[config.mk]
export PLATFORM = sky130hd
export DESIGN_NAME = ahb_bus_arbiter
export DESIGN_NICKNAME = d
export VERILOG_FILES = /design/src/rtl/bridge_pkg.sv /design/src/rtl/arb_rr_pick.sv /design/src/rtl/ahb_bus_arbiter.sv
export SDC_FILE = /design/constraint.sdc
export NUM_CORES = 1
export LEC_CHECK = 0
export CORE_AREA = 3 3 108 110
export CTS_BUF_LIST = sky130_fd_sc_hd__clkbuf_16
export DETAILED_ROUTE_END_ITERATION = 10
export DIE_AREA = 0 0 111 113
export PLACE_DENSITY = 0.66
export SYNTH_ARGS = -nofsm -noshare
export SYNTH_HDL_FRONTEND = slang
export SYNTH_SLANG_ARGS = --single-unit
[constraint.sdc]
create_clock -name HCLK -period 2.79 [get_ports HCLK]
set_clock_uncertainty 0.05 [all_clocks]
set_input_delay 0.4185 -clock HCLK [delete_from_list [all_inputs] [get_ports HCLK]]
set_output_delay 0.4185 -clock HCLK [all_outputs]
set_load 0.05 [all_outputs]
[src/rtl/bridge_pkg.sv]
// bridge_pkg: shared HTRANS encodings and arbiter FSM state type for the AHB-APB bridge
package bridge_pkg;
   localparam logic [1:0] HTRANS_IDLE   = 2'b00;
   localparam logic [1:0] HTRANS_BUSY   = 2'b01;
   localparam logic [1:0] HTRANS_NONSEQ = 2'b10;
   localparam logic [1:0] HTRANS_SEQ    = 2'b11;
   typedef enum logic {PARK, OWN} arb_state_t;
endpackage

[src/rtl/arb_rr_pick.sv]
// arb_rr_pick: combinational round-robin picker, first requester after ptr in ascending modulo order
module arb_rr_pick #(
   parameter int N = 3,
   localparam int MW = $clog2(N)
) (
   input  logic [N-1:0]  req,
   input  logic [MW-1:0] ptr,
   output logic [N-1:0]  gnt,
   output logic          vld
);
   logic [MW-1:0] j;
   always_comb begin
      gnt = '0;
      vld = 1'b0;
      j = '0;
      for (int k = 1; k <= N; k++) begin
         j = MW'((int'(ptr) + k) % N);
         if (!vld && req[j]) begin
            gnt[j] = 1'b1;
            vld = 1'b1;
         end
      end
   end
endmodule

[src/rtl/ahb_bus_arbiter.sv]
// ahb_bus_arbiter: round-robin AHB master arbiter with address/data-phase muxing to one slave port.
// Define ARB_TENURE_LIMIT_EN to preempt an owner after MAX_BEATS accepted beats when others request.
module ahb_bus_arbiter import bridge_pkg::*; #(
   parameter int NUM_MST = 3,
   parameter int MAX_BEATS = 16,
   parameter int AW = 32,
   parameter int DW = 32,
   localparam int MW = $clog2(NUM_MST)
) (
   input  logic                  HCLK,
   input  logic                  HRESETn,
   input  logic [NUM_MST-1:0]    HBUSREQ,
   input  logic [NUM_MST*AW-1:0] HADDR_M,
   input  logic [NUM_MST*2-1:0]  HTRANS_M,
   input  logic [NUM_MST-1:0]    HWRITE_M,
   input  logic [NUM_MST*DW-1:0] HWDATA_M,
   input  logic                  HREADYOUT,
   output logic [NUM_MST-1:0]    HGRANT,
   output logic [MW-1:0]         HMASTER,
   output logic [AW-1:0]         HADDR,
   output logic [1:0]            HTRANS,
   output logic                  HWRITE,
   output logic [DW-1:0]         HWDATA,
   output logic                  HREADY
);
   if (NUM_MST < 2 || NUM_MST > 8 || MAX_BEATS < 1) begin : g_bad_cfg
      $error("ahb_bus_arbiter: unsupported NUM_MST/MAX_BEATS");
   end
   arb_state_t state, state_nxt;
   logic [NUM_MST-1:0] grant, grant_nxt, pick;
   logic [MW-1:0] ptr, ptr_nxt, gidx, pidx, hmaster, hmaster_d;
   logic pick_vld, expire;
   arb_rr_pick #(.N(NUM_MST)) u_pick (.req(HBUSREQ), .ptr(ptr), .gnt(pick), .vld(pick_vld));
   always_comb begin
      gidx = '0;
      pidx = '0;
      for (int i = 0; i < NUM_MST; i++) begin
         if (grant[i]) gidx = MW'(i);
         if (pick[i]) pidx = MW'(i);
      end
   end
   // owner keeps the bus while requesting; otherwise hand over to the next RR requester
   always_comb begin
      state_nxt = state;
      grant_nxt = grant;
      ptr_nxt = ptr;
      if (!pick_vld) begin
         state_nxt = PARK;
         grant_nxt = NUM_MST'(1);
      end else if (state == PARK || !(|(HBUSREQ & grant)) || expire) begin
         state_nxt = OWN;
         grant_nxt = pick;
         ptr_nxt = pidx;
      end
   end
   always_ff @(posedge HCLK or negedge HRESETn) begin
      if (!HRESETn) begin
         state <= PARK;
         grant <= NUM_MST'(1);
         ptr <= '0;
         hmaster <= '0;
         hmaster_d <= '0;
      end else if (HREADYOUT) begin
         state <= state_nxt;
         grant <= grant_nxt;
         ptr <= ptr_nxt;
         hmaster <= gidx;
         hmaster_d <= hmaster;
      end
   end
`ifdef ARB_TENURE_LIMIT_EN
   localparam int CW = $clog2(MAX_BEATS + 1);
   logic [CW-1:0] cnt;
   logic beat;
   // only beats issued by the current grant holder count toward its tenure
   assign beat = (HTRANS == HTRANS_NONSEQ || HTRANS == HTRANS_SEQ) && hmaster == gidx;
   assign expire = cnt == CW'(MAX_BEATS) && |(HBUSREQ & ~grant);
   always_ff @(posedge HCLK or negedge HRESETn) begin
      if (!HRESETn) cnt <= '0;
      else if (HREADYOUT) cnt <= (state == PARK || grant_nxt != grant) ? '0 :
                                 (beat && cnt != CW'(MAX_BEATS)) ? cnt + 1'b1 : cnt;
   end
`else
   assign expire = 1'b0;
`endif
   assign HGRANT = grant;
   assign HMASTER = hmaster;
   assign HADDR = HADDR_M[hmaster*AW +: AW];
   assign HTRANS = HTRANS_M[hmaster*2 +: 2];
   assign HWRITE = HWRITE_M[hmaster];
   assign HWDATA = HWDATA_M[hmaster_d*DW +: DW];
   assign HREADY = HREADYOUT;
endmodule

### Wire density map, run 1

Bar = 20 µm. The die is cut into 22 by 23 equal tiles; white is low, dark blue is high, scaled to the fullest tile. Values are wire area over tile area, all layers added.
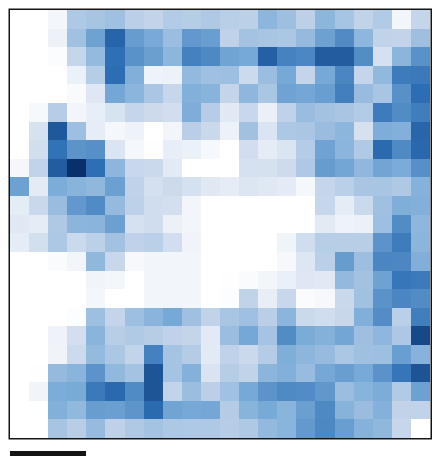
- fullest tile: 0.48
- mean over tiles: 0.15
- nearly empty tiles: 15%
overall routed net length: 12.12 mm
vias: 3137
Total Routing Usage GR: 17.85%
Avg WL per Cell: 17.16 µm

### Routed clock nets over the placement, run 1

Bar = 20 µm.
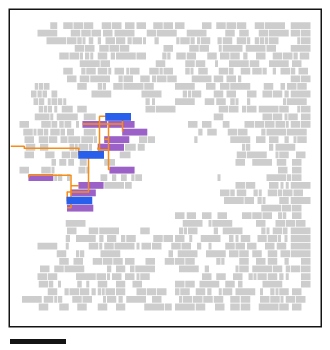
- purple: flip-flops (count 10)
- blue: cells driving clock nets (count 3)
- orange: clock wires (length 151 µm)
- routed clock nets: 4
clock group share of total power: 3.9%
P_clk: 252 µW
Insertion Delay late pin: 0.23 ns

### Metal 3, run 1

Cells faint in the background.
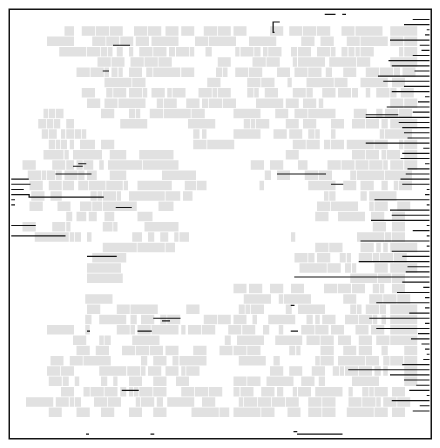
- main direction: horizontal
- longest straight run: 35.4 µm
- nets with wire on the layer: 102
- share of all routed wire: 5.6%
GR Util met3: 2.674%

### Clock routing, run 1

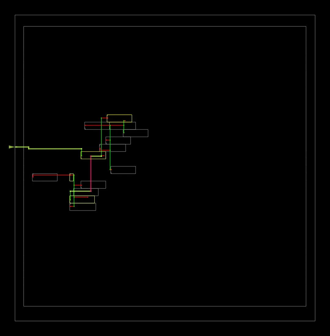
registers: 10
clock net sink count: 10

==> results.py, run 1 <==
# Synthesis and PnR figures
metrics = {
    "run_status": {
        "status": "completed",
    },
    "logic_synthesis": {
        "edf_count": 0,
        "synthArstFlopShare_pct": 100.0,
        "ff_type": "dfrtp_1",
    },
    "floorplanning": {
        "initCoreUtil_pct": 19.55,
        "placementRows": 38,
        "die_w_um": 111,
    },
    "setup_path": {
        "r2r_slack_ns": 0.75,
        "r2r-end": "HGRANT[1]$_DFFE_PN0P_",
        "critPathLaunch": "hmaster_d[1]$_DFFE_PN0P_",
    },
    "clock_tree": {
        "cts_resized": 0,
        "cts-root-buf": "clkbuf_16",
        "cts_buffers": 3,
    },
    "routing": {
        "drt-initial-drc-count": 193,
    },
    "timing": {
        "slew_headroom_pct": 64.38,
        "hold_violations": 0,
        "period_minus_slack_ns": 2.359,
        "finalMaxSlewViolations": 0,
    },
    "power": {
        "p_leak_nw": 2.197,
    },
    "cells_and_area": {
        "fin_area_mm2": 0.005751,
    },
}
[run 1: power breakdown]
group	internal (mW)	switching (mW)
registers	0.207	0.0907
clock network	0.188	0.0640
logic	2.64	3.19
total	3.03	3.34
[run 1: synthesized netlist by cell type, types with 2 or more instances]
library cell,n
nand2_1,72
o21ai_1,71
mux2i_1,70
buf_2,13
clkbuf_1,12
dfrtp_1,9
a21oi_1,7
inv_1,6
ha_1,4
nor2_1,4
nor2b_1,4
nand2b_1,3
a21o_1,2
buf_4,2
mux2_2,2
nand3b_1,2
[run 1: worst register-to-register path, stage by stage, from the launching register on]
cell      delay, ns
dfrtp_1        0.40
inv_1          0.11
ha_1           0.36
nand2b_1       0.17
nand3_1        0.09
a21oi_1        0.35
a21boi_1       0.17
a22o_1         0.22
[run 1: worst min path at each step]
| stage | start | to | slack, ns |
|---|---|---|---|
| floorplan | HRESETn | HGRANT[1]$_DFFE_PN0P_ | 0.07 |
| finish | HRESETn | state$_DFFE_PN0P_ | 0.45 |
| detailed placement | HGRANT[0]$_DFFE_PN1P_ | HGRANT[0]$_DFFE_PN1P_ | 0.44 |
| global placement | HGRANT[0]$_DFFE_PN1P_ | HGRANT[0]$_DFFE_PN1P_ | 0.44 |
| CTS | HGRANT[0]$_DFFE_PN1P_ | HGRANT[0]$_DFFE_PN1P_ | 0.47 |
| global route | HRESETn | state$_DFFE_PN0P_ | 0.49 |
[run 1: placed cells by master (no fill, tap or decap), drive strengths merged, types with 2 or more instances in the layout]
cell / count
a21o: 2
ha: 4
mux2: 4
clkbuf: 3
nand2b: 3
inv: 7
nor2: 5
mux2i: 70
a21oi: 8
o21ai: 72
nor2b: 4
clkdlybuf4s50: 210
buf: 75
dfrtp: 9
nand3b: 2
nand2: 72
[run 1: per-layer routing]
metal	GRT usage (%)	wire (µm)	up-vias
li1	-	-	1591
met1	21.17	4643	1413
met2	34.10	6585	119
met3	2.674	672	14
met4	3.530	214	0
met5	0	0	-
[run 1: logic make-up after synthesis]
| logic type | Yosys count | share of synthesized area, % |
|---|---|---|
| multiplexers | 74 | 35.53 |
| buffers and inverters | 35 | 7.710 |
| adder cells (fa/ha/maj) | 4 | 2.373 |
| flip-flops | 10 | 11.92 |
| AND/OR/NAND/NOR | 90 | 17.85 |
| AND-OR/OR-AND | 92 | 24.61 |
[run 1: flip-flops by register name, summed over array words and instances, names as in the netlist]
name       cells
ptr            2
HMASTER        2
HGRANT         3
state          1
hmaster_d      2
[run 1: metrics by stage]
stage / instances / worst slack [ns] / utilization, %
after global routing: 706 / 0.3312 / 53.28
after global placement: 702 / 0.6750 / 52.55
after CTS: 706 / 0.4025 / 53.28
final: 706 / 0.4313 / 53.28
after detailed placement: 702 / 0.6409 / 52.55
after floorplan: 305 / 0.2694 / -
[run 1: layout make-up]
type	instances	area (µm²)
fillers	974	5042
clock buffers	3	75.07
flip-flops and latches	10	254.0
clock inverters	1	3.754
multi-input cells	260	1700
well taps	140	175.2
inverters	7	26.28
repair buffers	285	3516
### A small window of the routed layout, run 1

Window x 36 to 76, y 36 to 76 µm. Cells in gray, sequential cells in the stronger gray; small squares are vias.
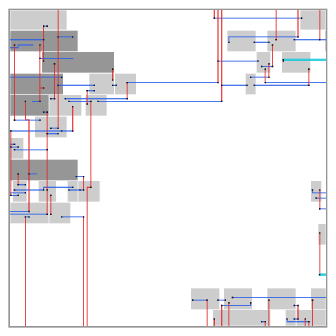

==> run 1 -> run 2 <==
- CORE_AREA: 3 3 108 110 -> 3 3 109 111
- DIE_AREA: 0 0 111 113 -> 0 0 112 114
- PLACE_DENSITY: 0.66 -> 0.65
- clock period: 2.79 -> 2.3 ns (I/O delays scaled with it)
### A small window of the routed layout, run 2

Window x 36 to 76, y 37 to 77 µm. Cells in gray, sequential cells in the stronger gray; small squares are vias.
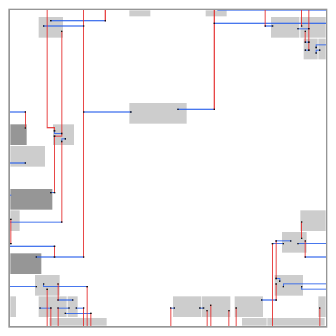
- blue: met1
- red: met2
- sequential cells in the window: 1
- cells with their middle in the window: 15
- netlist names of flops here include: hmaster_d (1)
- most frequent: clkdlybuf4s50_1 (4), mux2i_1 (3), o21ai_2 (2)

### Metal 3, run 2

Cells faint in the background.
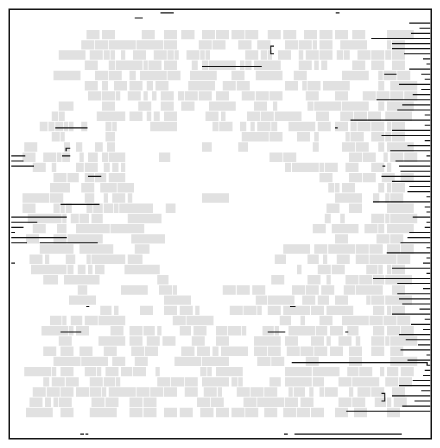
- main direction: horizontal
- wire length on this layer: 665 µm
- share of all routed wire: 5.4%
GR Util met3: 3.130%
overall routed net length: 12.42 mm

==> run 2 against run 1 <==
Register-to-register slack got worse by 0.49 ns. Synthesized area stayed put. Utilization up 1.1 points. Sequential cell count is the same. Largest power group unchanged. Wire length increased by 2.5%. Via count rose by 1.6%. Clock-buffer cell count stayed put. Global-route usage increased by 0.33 points. Largest cell class unchanged. Final cell count is 0.28% higher. Clock power is 23% higher. Worst setup slack got worse by 0.20 ns. Combinational power grew 25%.
==> results.py, run 2 <==
# Synthesis and PnR figures
metrics = {
    "floorplanning": {
        "initCoreUtil_pct": 19.37,
        "placementRows": 38,
        "die_w_um": 112,
    },
    "clock_tree": {
        "cts-root-buf": "clkbuf_16",
        "clk_latency_ns": 0.24,
        "cts_resized": 0,
    },
    "cells_and_area": {
        "largest_reg_flops": 3,
        "combGateArea_mm2": 0.001813,
        "lay_top_count": "clkdlybuf4s50_1",
        "n_fill_cell": 978,
        "seqCellArea_um2": 255.2,
    },
    "setup_path": {
        "r2r-end": "HGRANT[2]$_DFFE_PN0P_",
        "critPathLaunch": "hmaster_d[1]$_DFFE_PN0P_",
        "r2r_slack_ns": 0.26,
    },
    "logic_synthesis": {
        "ff_type": "dfrtp_1",
        "edf_count": 0,
        "synthArstFlopShare_pct": 100.0,
        "most_common_cell": "nand2_1",
    },
    "routing": {
        "vias": 3188,
        "drt-initial-drc-count": 138,
    },
    "grt": {
        "grt_use_total_pct": 18.19,
    },
    "run_status": {
        "status": "completed",
    },
    "timing": {
        "timing.final.ws_setup_ns": 0.2360,
        "slew_headroom_pct": 58.92,
    },
    "power": {
        "p_leak_nw": 2.256,
    },
}
[run 2: cell count changes in the layout (fill, tap and decap cells not counted)]
cell,previous run,this run
dfrtp_2,2,3
buf_4,7,6
o21ai_1,71,41
buf_12,68,71
dfrtp_1,7,6
o21ai_2,0,30
[run 2: metal layers]
| metal | GRT usage (%) | share of wire (%) | vias to the layer above |
|---|---|---|---|
| met2 | 34.05 | 54 | 122 |
| met4 | 2.564 | 1.6 | 0 |
| li1 | - | - | 1616 |
| met1 | 22.31 | 39 | 1436 |
| met3 | 3.130 | 5.4 | 14 |
| met5 | 0 | 0 | - |
[run 2: cells by family (layout without fill, tap and decap cells)]
kind of cell / count (synthesis) / after routing / share of synthesized area, %
AOI/OAI and AO/OA: 92 / 92 / 24.61
and+or+nand+nor: 90 / 90 / 17.85
muxes: 74 / 74 / 35.53
buffers and inverters: 35 / 298 / 7.710
DFF: 10 / 10 / 11.92
adders and majority gates: 4 / 4 / 2.373
[run 2: area by class of cell]
cell class	count	area share [%]
clock buffers	3	1.269
multi-input cells	260	30.64
repair buffers	287	60.31
inverters	7	0.4441
well taps	140	2.960
clock inverters	1	0.06344
flip-flops and latches	10	4.314
[run 2: where the power goes]
part | switching, mW | internal [mW] | leakage (nW)
Sequential | 0.109 | 0.253 | 0.122
Combinational | 3.97 | 3.32 | 2.10
Clock | 0.0811 | 0.228 | 0.0385
Total | 4.16 | 3.80 | 2.26
[run 2: worst max-delay path by stage]
stage	end	slack (ns)	cells past startpoint
2_1_floorplan	HADDR[10]	0.10	4
3_3_place_gp	HGRANT[1]$_DFFE_PN0P_	0.24	6
3_5_place_dp	HGRANT[1]$_DFFE_PN0P_	0.19	6
4_1_cts	HWDATA[12]	0.21	5
5_1_grt	HGRANT[2]$_DFFE_PN0P_	0.08	7
6_report	HWDATA[12]	0.24	5
[run 2: metrics by stage]
step                      instances  instance area, µm²  power [mW]  util, %  hold slack, ns
final                           708                5917       7.954    54.34          0.3820
after global routing            708                5917       8.282    54.34          0.4134
after CTS                       708                5917       8.023    54.34          0.3916
after detailed placement        704                5838       7.693    53.62          0.4604
after global placement          704                5838       7.660    53.62          0.4453
after floorplan                 305                2222       4.194        -      -0.0005911
Power figures rest on the tool's default switching activity, not on a simulated workload.
